sizing.png
Drawn at 1.5 px/um.
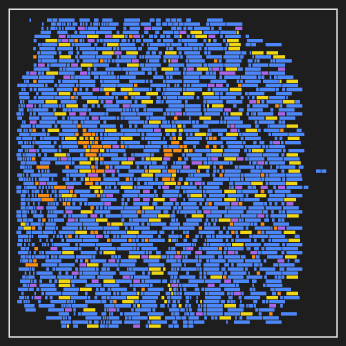
congestion_map.png
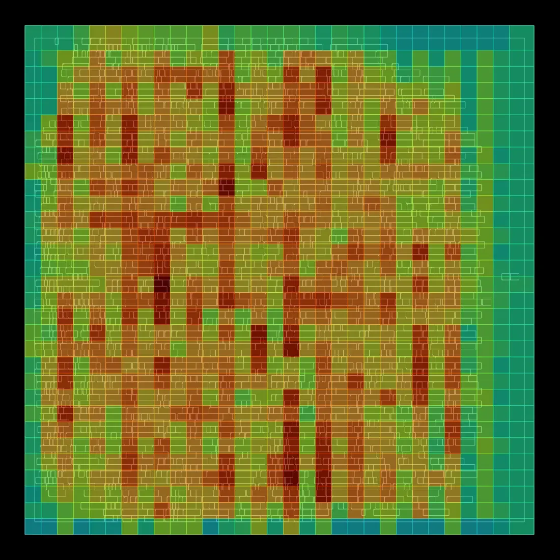
m1.png
Drawn at 2 px/um.
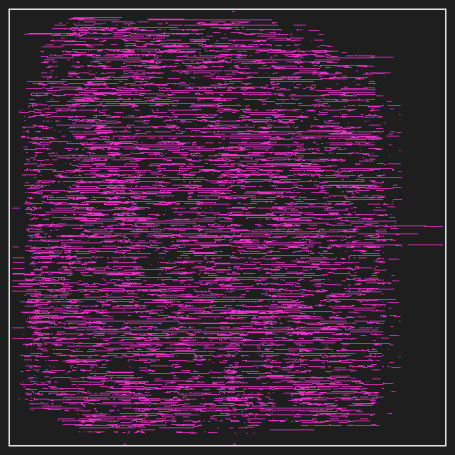
class_map.png
Drawn at 1.5 px/um.
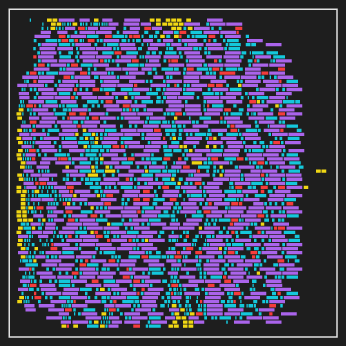
closeup.png
Region (42, 151) to (67, 176) um. Cells in gray, sequential cells in the stronger gray; small squares are vias.
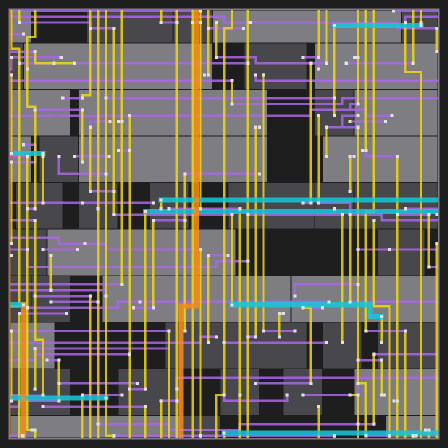
<file path="src/rtl/apb_reg_completer_if.sv">
// rtl/apb_reg_completer_if.sv - APB bus bundle between requester and register completer
interface apb_reg_completer_if;
  logic        psel;
  logic        penable;
  logic        pwrite;
  logic [7:0]  paddr;
  logic [31:0] pwdata;
  logic [31:0] prdata;
  logic        pready;
  logic        pslverr;

  modport master (
    output psel, penable, pwrite, paddr, pwdata,
    input  prdata, pready, pslverr
  );

  modport slave (
    input  psel, penable, pwrite, paddr, pwdata,
    output prdata, pready, pslverr
  );
endinterface

</file>
<file path="src/rtl/apb_reg_completer.sv">
// rtl/apb_reg_completer.sv - APB completer with 15 R/W registers and a read-only ID register
// Optional error response: define APB_REG_COMPLETER_SLVERR_EN to drive pslverr.
module apb_reg_completer #(
  parameter int unsigned WAIT_STATES = 1,
  parameter logic [31:0] ID_VALUE    = 32'hA5B0_0001
) (
  input  logic                clk,
  input  logic                rst,
  apb_reg_completer_if.slave  apb,
  output logic                wr_pulse,
  output logic [3:0]          wr_index
);

  typedef enum logic [1:0] {IDLE, SETUP, ACCESS} state_t;

  state_t      r_state;
  state_t      w_state_next;
  logic [7:0]  r_addr;
  logic        r_write;
  logic [31:0] r_wdata;
  logic [2:0]  r_cnt;
  logic [31:0] r_regs [15];
  logic [31:0] r_prdata;
  logic        r_wr_pulse;
  logic [3:0]  r_wr_index;

  logic [3:0]  w_idx;
  logic        w_bad_addr;
  logic        w_is_id;
  logic        w_pready;
  logic        w_commit;
  logic [31:0] w_rd_val;

  assign w_idx      = r_addr[5:2];
  assign w_bad_addr = (r_addr[1:0] != 2'b00) || (r_addr[7:6] != 2'b00);
  assign w_is_id    = (w_idx == 4'd15);
  assign w_pready   = (r_state == ACCESS) && (r_cnt == 3'd0) && apb.psel && apb.penable;
  assign w_commit   = w_pready && r_write && !w_bad_addr && !w_is_id;
  assign w_rd_val   = w_bad_addr ? 32'h0 : (w_is_id ? ID_VALUE : r_regs[w_idx]);

  assign apb.pready = w_pready;
  assign apb.prdata = r_prdata;
  assign wr_pulse   = r_wr_pulse;
  assign wr_index   = r_wr_index;

`ifdef APB_REG_COMPLETER_SLVERR_EN
  assign apb.pslverr = w_pready && (w_bad_addr || (r_write && w_is_id));
`else
  assign apb.pslverr = 1'b0;
`endif

  always_comb begin
    w_state_next = r_state;
    case (r_state)
      IDLE:    if (apb.psel && !apb.penable) w_state_next = SETUP;
      SETUP:   w_state_next = ACCESS;
      // Completion and abort both return to IDLE; a new transfer never starts from ACCESS.
      ACCESS:  if (w_pready || !apb.psel || !apb.penable) w_state_next = IDLE;
      default: w_state_next = IDLE;
    endcase
  end

  always_ff @(posedge clk) begin
    if (!rst) begin
      r_state    <= IDLE;
      r_addr     <= 8'h0;
      r_write    <= 1'b0;
      r_wdata    <= 32'h0;
      r_cnt      <= 3'd0;
      r_prdata   <= 32'h0;
      r_wr_pulse <= 1'b0;
      r_wr_index <= 4'h0;
      for (int i = 0; i < 15; i++) r_regs[i] <= 32'h0;
    end else begin
      r_state    <= w_state_next;
      r_wr_pulse <= w_commit;
      if (w_commit) begin
        r_regs[w_idx] <= r_wdata;
        r_wr_index    <= w_idx;
      end
      if (r_state == IDLE && w_state_next == SETUP) begin
        r_addr  <= apb.paddr;
        r_write <= apb.pwrite;
        r_wdata <= apb.pwdata;
        r_cnt   <= 3'(WAIT_STATES);
      end else if (r_state == ACCESS && r_cnt != 3'd0) begin
        r_cnt <= r_cnt - 3'd1;
      end
      // Read data is only presented during ACCESS; it is loaded once on entry.
      if (w_state_next != ACCESS) r_prdata <= 32'h0;
      else if (r_state == SETUP)  r_prdata <= w_rd_val;
    end
  end

endmodule

</file>
<file path="src/flat_wrapper.sv">
// flat-port wrapper written by rule: the top's interface ports become plain ports
module apb_reg_completer_flat 
#(
  parameter int unsigned WAIT_STATES = 1,
  parameter logic [31:0] ID_VALUE    = 32'hA5B0_0001
)
  (clk, rst, wr_pulse, wr_index, apb_psel, apb_penable, apb_pwrite, apb_paddr, apb_pwdata, apb_prdata, apb_pready, apb_pslverr);
  apb_reg_completer_if apb_i ();
  input  logic clk;
  input  logic rst;
  output logic wr_pulse;
  output logic [3:0] wr_index;
  input wire logic [$bits(apb_i.psel)-1:0] apb_psel;
  input wire logic [$bits(apb_i.penable)-1:0] apb_penable;
  input wire logic [$bits(apb_i.pwrite)-1:0] apb_pwrite;
  input wire logic [$bits(apb_i.paddr)-1:0] apb_paddr;
  input wire logic [$bits(apb_i.pwdata)-1:0] apb_pwdata;
  output wire logic [$bits(apb_i.prdata)-1:0] apb_prdata;
  output wire logic [$bits(apb_i.pready)-1:0] apb_pready;
  output wire logic [$bits(apb_i.pslverr)-1:0] apb_pslverr;
  assign apb_i.psel = apb_psel;
  assign apb_i.penable = apb_penable;
  assign apb_i.pwrite = apb_pwrite;
  assign apb_i.paddr = apb_paddr;
  assign apb_i.pwdata = apb_pwdata;
  assign apb_prdata = apb_i.prdata;
  assign apb_pready = apb_i.pready;
  assign apb_pslverr = apb_i.pslverr;
  apb_reg_completer #(.WAIT_STATES(WAIT_STATES), .ID_VALUE(ID_VALUE)) u_core (.clk(clk), .rst(rst), .apb(apb_i), .wr_pulse(wr_pulse), .wr_index(wr_index));
endmodule
</file>
<file path="config.mk">
export PLATFORM = sky130hd
export DESIGN_NAME = apb_reg_completer_flat
export DESIGN_NICKNAME = d
export VERILOG_FILES = /design/src/rtl/apb_reg_completer_if.sv /design/src/rtl/apb_reg_completer.sv /design/src/flat_wrapper.sv
export SDC_FILE = /design/constraint.sdc
export NUM_CORES = 1
export LEC_CHECK = 0
export CAP_MARGIN = 0
export CORE_MARGIN = 4
export CORE_UTILIZATION = 60
export CTS_BUF_LIST = sky130_fd_sc_hd__clkbuf_4 sky130_fd_sc_hd__clkbuf_8
export DETAILED_ROUTE_END_ITERATION = 16
export HOLD_SLACK_MARGIN = 0.02
export PLACE_DENSITY = 0.78
export SETUP_SLACK_MARGIN = 0.02
export SLEW_MARGIN = 20
export SYNTH_ARGS = -nofsm -noshare
export SYNTH_HDL_FRONTEND = slang
export SYNTH_SLANG_ARGS = --single-unit
</file>
<file path="constraint.sdc">
create_clock -name clk -period 4.78 [get_ports clk]
set_input_delay 0.956 -clock clk [delete_from_list [all_inputs] [get_ports clk]]
set_output_delay 0.956 -clock clk [all_outputs]
set_load 0.01 [all_outputs]
</file>
==> results.json <==
{
  "worst-r2r-setup-slack_ns": 1.89,
  "die-area_sq_um": 47300,
  "layout.clock_buffers": 136,
  "adder_share_pct": 0.0950,
  "crit_slowest_cell": "sky130_fd_sc_hd__clkdlybuf4s50_1",
  "p_leak_nw": 10.6,
  "critical_path.max_fanout": 4,
  "top_register": "u_core.r_regs",
  "grt_first_pass_wirelength_mm": 94.0,
  "grt.overflow.total": 0,
  "logic_area_sq_um": 8750,
  "route.met3.wl_mm": 5.34,
  "ios": 84,
  "top_logic_cell_family_in_the_synthesized_netlist": "simple AND/OR/NAND/NOR gates",
  "drv.max_cap_violation_count": 0,
  "muxShareOfSynthArea_pct": 13.0,
  "irDropWorstVdd_mv": 0.259,
  "fmax_mhz": 298,
  "simple_gate_area_share_of_the_yosys_netlist_pct": 16.7,
  "latency_at_later_pin_ns": 0.67,
  "report.final.slew_viol_count": 0,
  "rsz0062_at_grt": "false",
  "initialDrtViolationCount": 1485,
  "drt-wirelength-per-cell_um": 24.0,
  "worst_hold_path_type": "flop to flop",
  "cts.clk_slew.worst_paths_ns": 0.05,
  "final_net_count": 1925,
  "setup_violations": 0,
  "yosys-top-cells-area": "sky130_fd_sc_hd__edfxtp_1 (58%), sky130_fd_sc_hd__and2_1 (12%), sky130_fd_sc_hd__mux4_2 (10%)",
  "result_of_the_run": "completed",
  "synth_cell_type_count": 44,
  "seq_area_sq_um": 17100,
  "ys_cells": 1777,
  "hold_path_depth": 1,
  "dr_wl_met2_mm": 29.8,
  "initial_core_util_pct": 60.9,
  "cts_tree": "built",
  "cts.repair_timing.setup_buffer_count": 0,
  "ys_seq_elements": 599,
  "cp_cell_sequence": "clkdlybuf4s50_1 -> and4b_1 -> and2_1 -> clkdlybuf4s50_1",
  "worst-setup-path-type": "primary input to output port",
  "drt-vias-per-instance": 5.95,
  "timing.hold.worst.start": "u_core.apb.prdata[16]$_SDFFE_PP0N_",
  "largest_cell_class": "flip-flops and latches",
  "num-nonclk-inverters": 3,
  "cpPeakStageDelay_ns": 0.54,
  "fin_setup_tns_ns": 0,
  "pre_cts_slack_ns": 1.00,
  "startpoint_type": "primary input",
  "critical_path.reg2reg.endpoint": "u_core.r_regs[3][0]$_SDFFCE_PN0P_",
  "design_power_total_w": 0.0107,
  "commonest_cells_in_the_netlist": "sky130_fd_sc_hd__edfxtp_1 (512), sky130_fd_sc_hd__and2_1 (491), sky130_fd_sc_hd__mux4_2 (120), sky130_fd_sc_hd__clkbuf_1 (98), sky130_fd_sc_hd__nand2_1 (95)",
  "share_of_the_cycle_needed_by_the_critical_path_after_routing_pct": 70.3,
  "diodes": 1,
  "mappedNetlistArea_sq_um": 26300,
  "num_vias": 15100,
  "io_buffer_count": 82,
  "clock-root-buffer": "sky130_fd_sc_hd__clkbuf_8"
}
Notes on sizing.png above:
x2: marked yellow, cells 158, share 8.1%. x6 and larger: marked purple, cells 102, share 5.2%. x3 and x4: marked orange, cells 108, share 5.5%. x1 and smaller: marked blue, cells 1584, share 81%.
Layout area overhead: 12.5%
cell area after layout: 29600 sq um
min setup slack post-route: 1.42 ns
number of non-clock buffers: 129

Notes on congestion_map.png above:
met1 layer usage reported by global route: 36.4%
Top Usage Layer GRT: met2
global-route track usage on met3: 5.14%
gr usage total: 26.4%

Notes on m1.png above:
The layer holds 40% of the routed length. The wires run mostly horizontal. The layer carries 24.1 mm of wire. 1864 nets have wire on it.

Notes on class_map.png above:
clock drivers and dummy loads: marked red, cells 167, share of their area 6.2%. remaining buffers and delay cells: marked yellow, cells 129, share of their area 4.2%. remaining logic cells: marked cyan, cells 1057, share of their area 30%. registers: marked purple, cells 599, share of their area 59%.
CORE AREA: 43300 sq um
Row Count: 76
final core utilization: 68.5%
flip-flop and latch share of the layout cell area: 57.8%

Notes on closeup.png above:
M3: marked cyan. M2: marked yellow. M1: marked purple. M4: marked orange.
Netlist names of flops here include `u_core.r_regs` (9). Most frequent: and2_1 (12), edfxtp_1 (9), clkbuf_8 (3). 30 logic cells have their middle in the window. Sequential cells in the window: 9.

[power by group]
part           switching (W)  internal [W]
sequential          0.000147       0.00583
combinational       0.000296      0.000238
clock                0.00194       0.00224
[cells in the final DEF, fill, tap and decap left out, types with 3 or more instances in the layout]
cell,count
sky130_fd_sc_hd__a211o_1,24
sky130_fd_sc_hd__a21oi_1,50
sky130_fd_sc_hd__a2bb2oi_1,8
sky130_fd_sc_hd__a31oi_1,8
sky130_fd_sc_hd__and2_1,491
sky130_fd_sc_hd__buf_12,3
sky130_fd_sc_hd__buf_4,44
sky130_fd_sc_hd__clkbuf_4,39
sky130_fd_sc_hd__clkbuf_8,97
sky130_fd_sc_hd__clkdlybuf4s50_1,82
sky130_fd_sc_hd__clkinv_1,14
sky130_fd_sc_hd__clkinv_2,10
sky130_fd_sc_hd__clkinvlp_4,5
sky130_fd_sc_hd__conb_1,33
sky130_fd_sc_hd__dfxtp_1,83
sky130_fd_sc_hd__dfxtp_4,3
sky130_fd_sc_hd__edfxtp_1,512
sky130_fd_sc_hd__mux2i_1,73
sky130_fd_sc_hd__mux4_2,120
sky130_fd_sc_hd__nand2_1,95
sky130_fd_sc_hd__nand2b_1,4
sky130_fd_sc_hd__nand2b_2,15
sky130_fd_sc_hd__nand3_1,12
sky130_fd_sc_hd__nand4_1,4
sky130_fd_sc_hd__nor2_1,13
sky130_fd_sc_hd__nor2b_1,4
sky130_fd_sc_hd__nor3_1,25
sky130_fd_sc_hd__nor3_4,11
sky130_fd_sc_hd__nor3b_1,24
sky130_fd_sc_hd__nor4_4,5
sky130_fd_sc_hd__o211ai_1,8
sky130_fd_sc_hd__o21ai_0,4
sky130_fd_sc_hd__or2_2,8
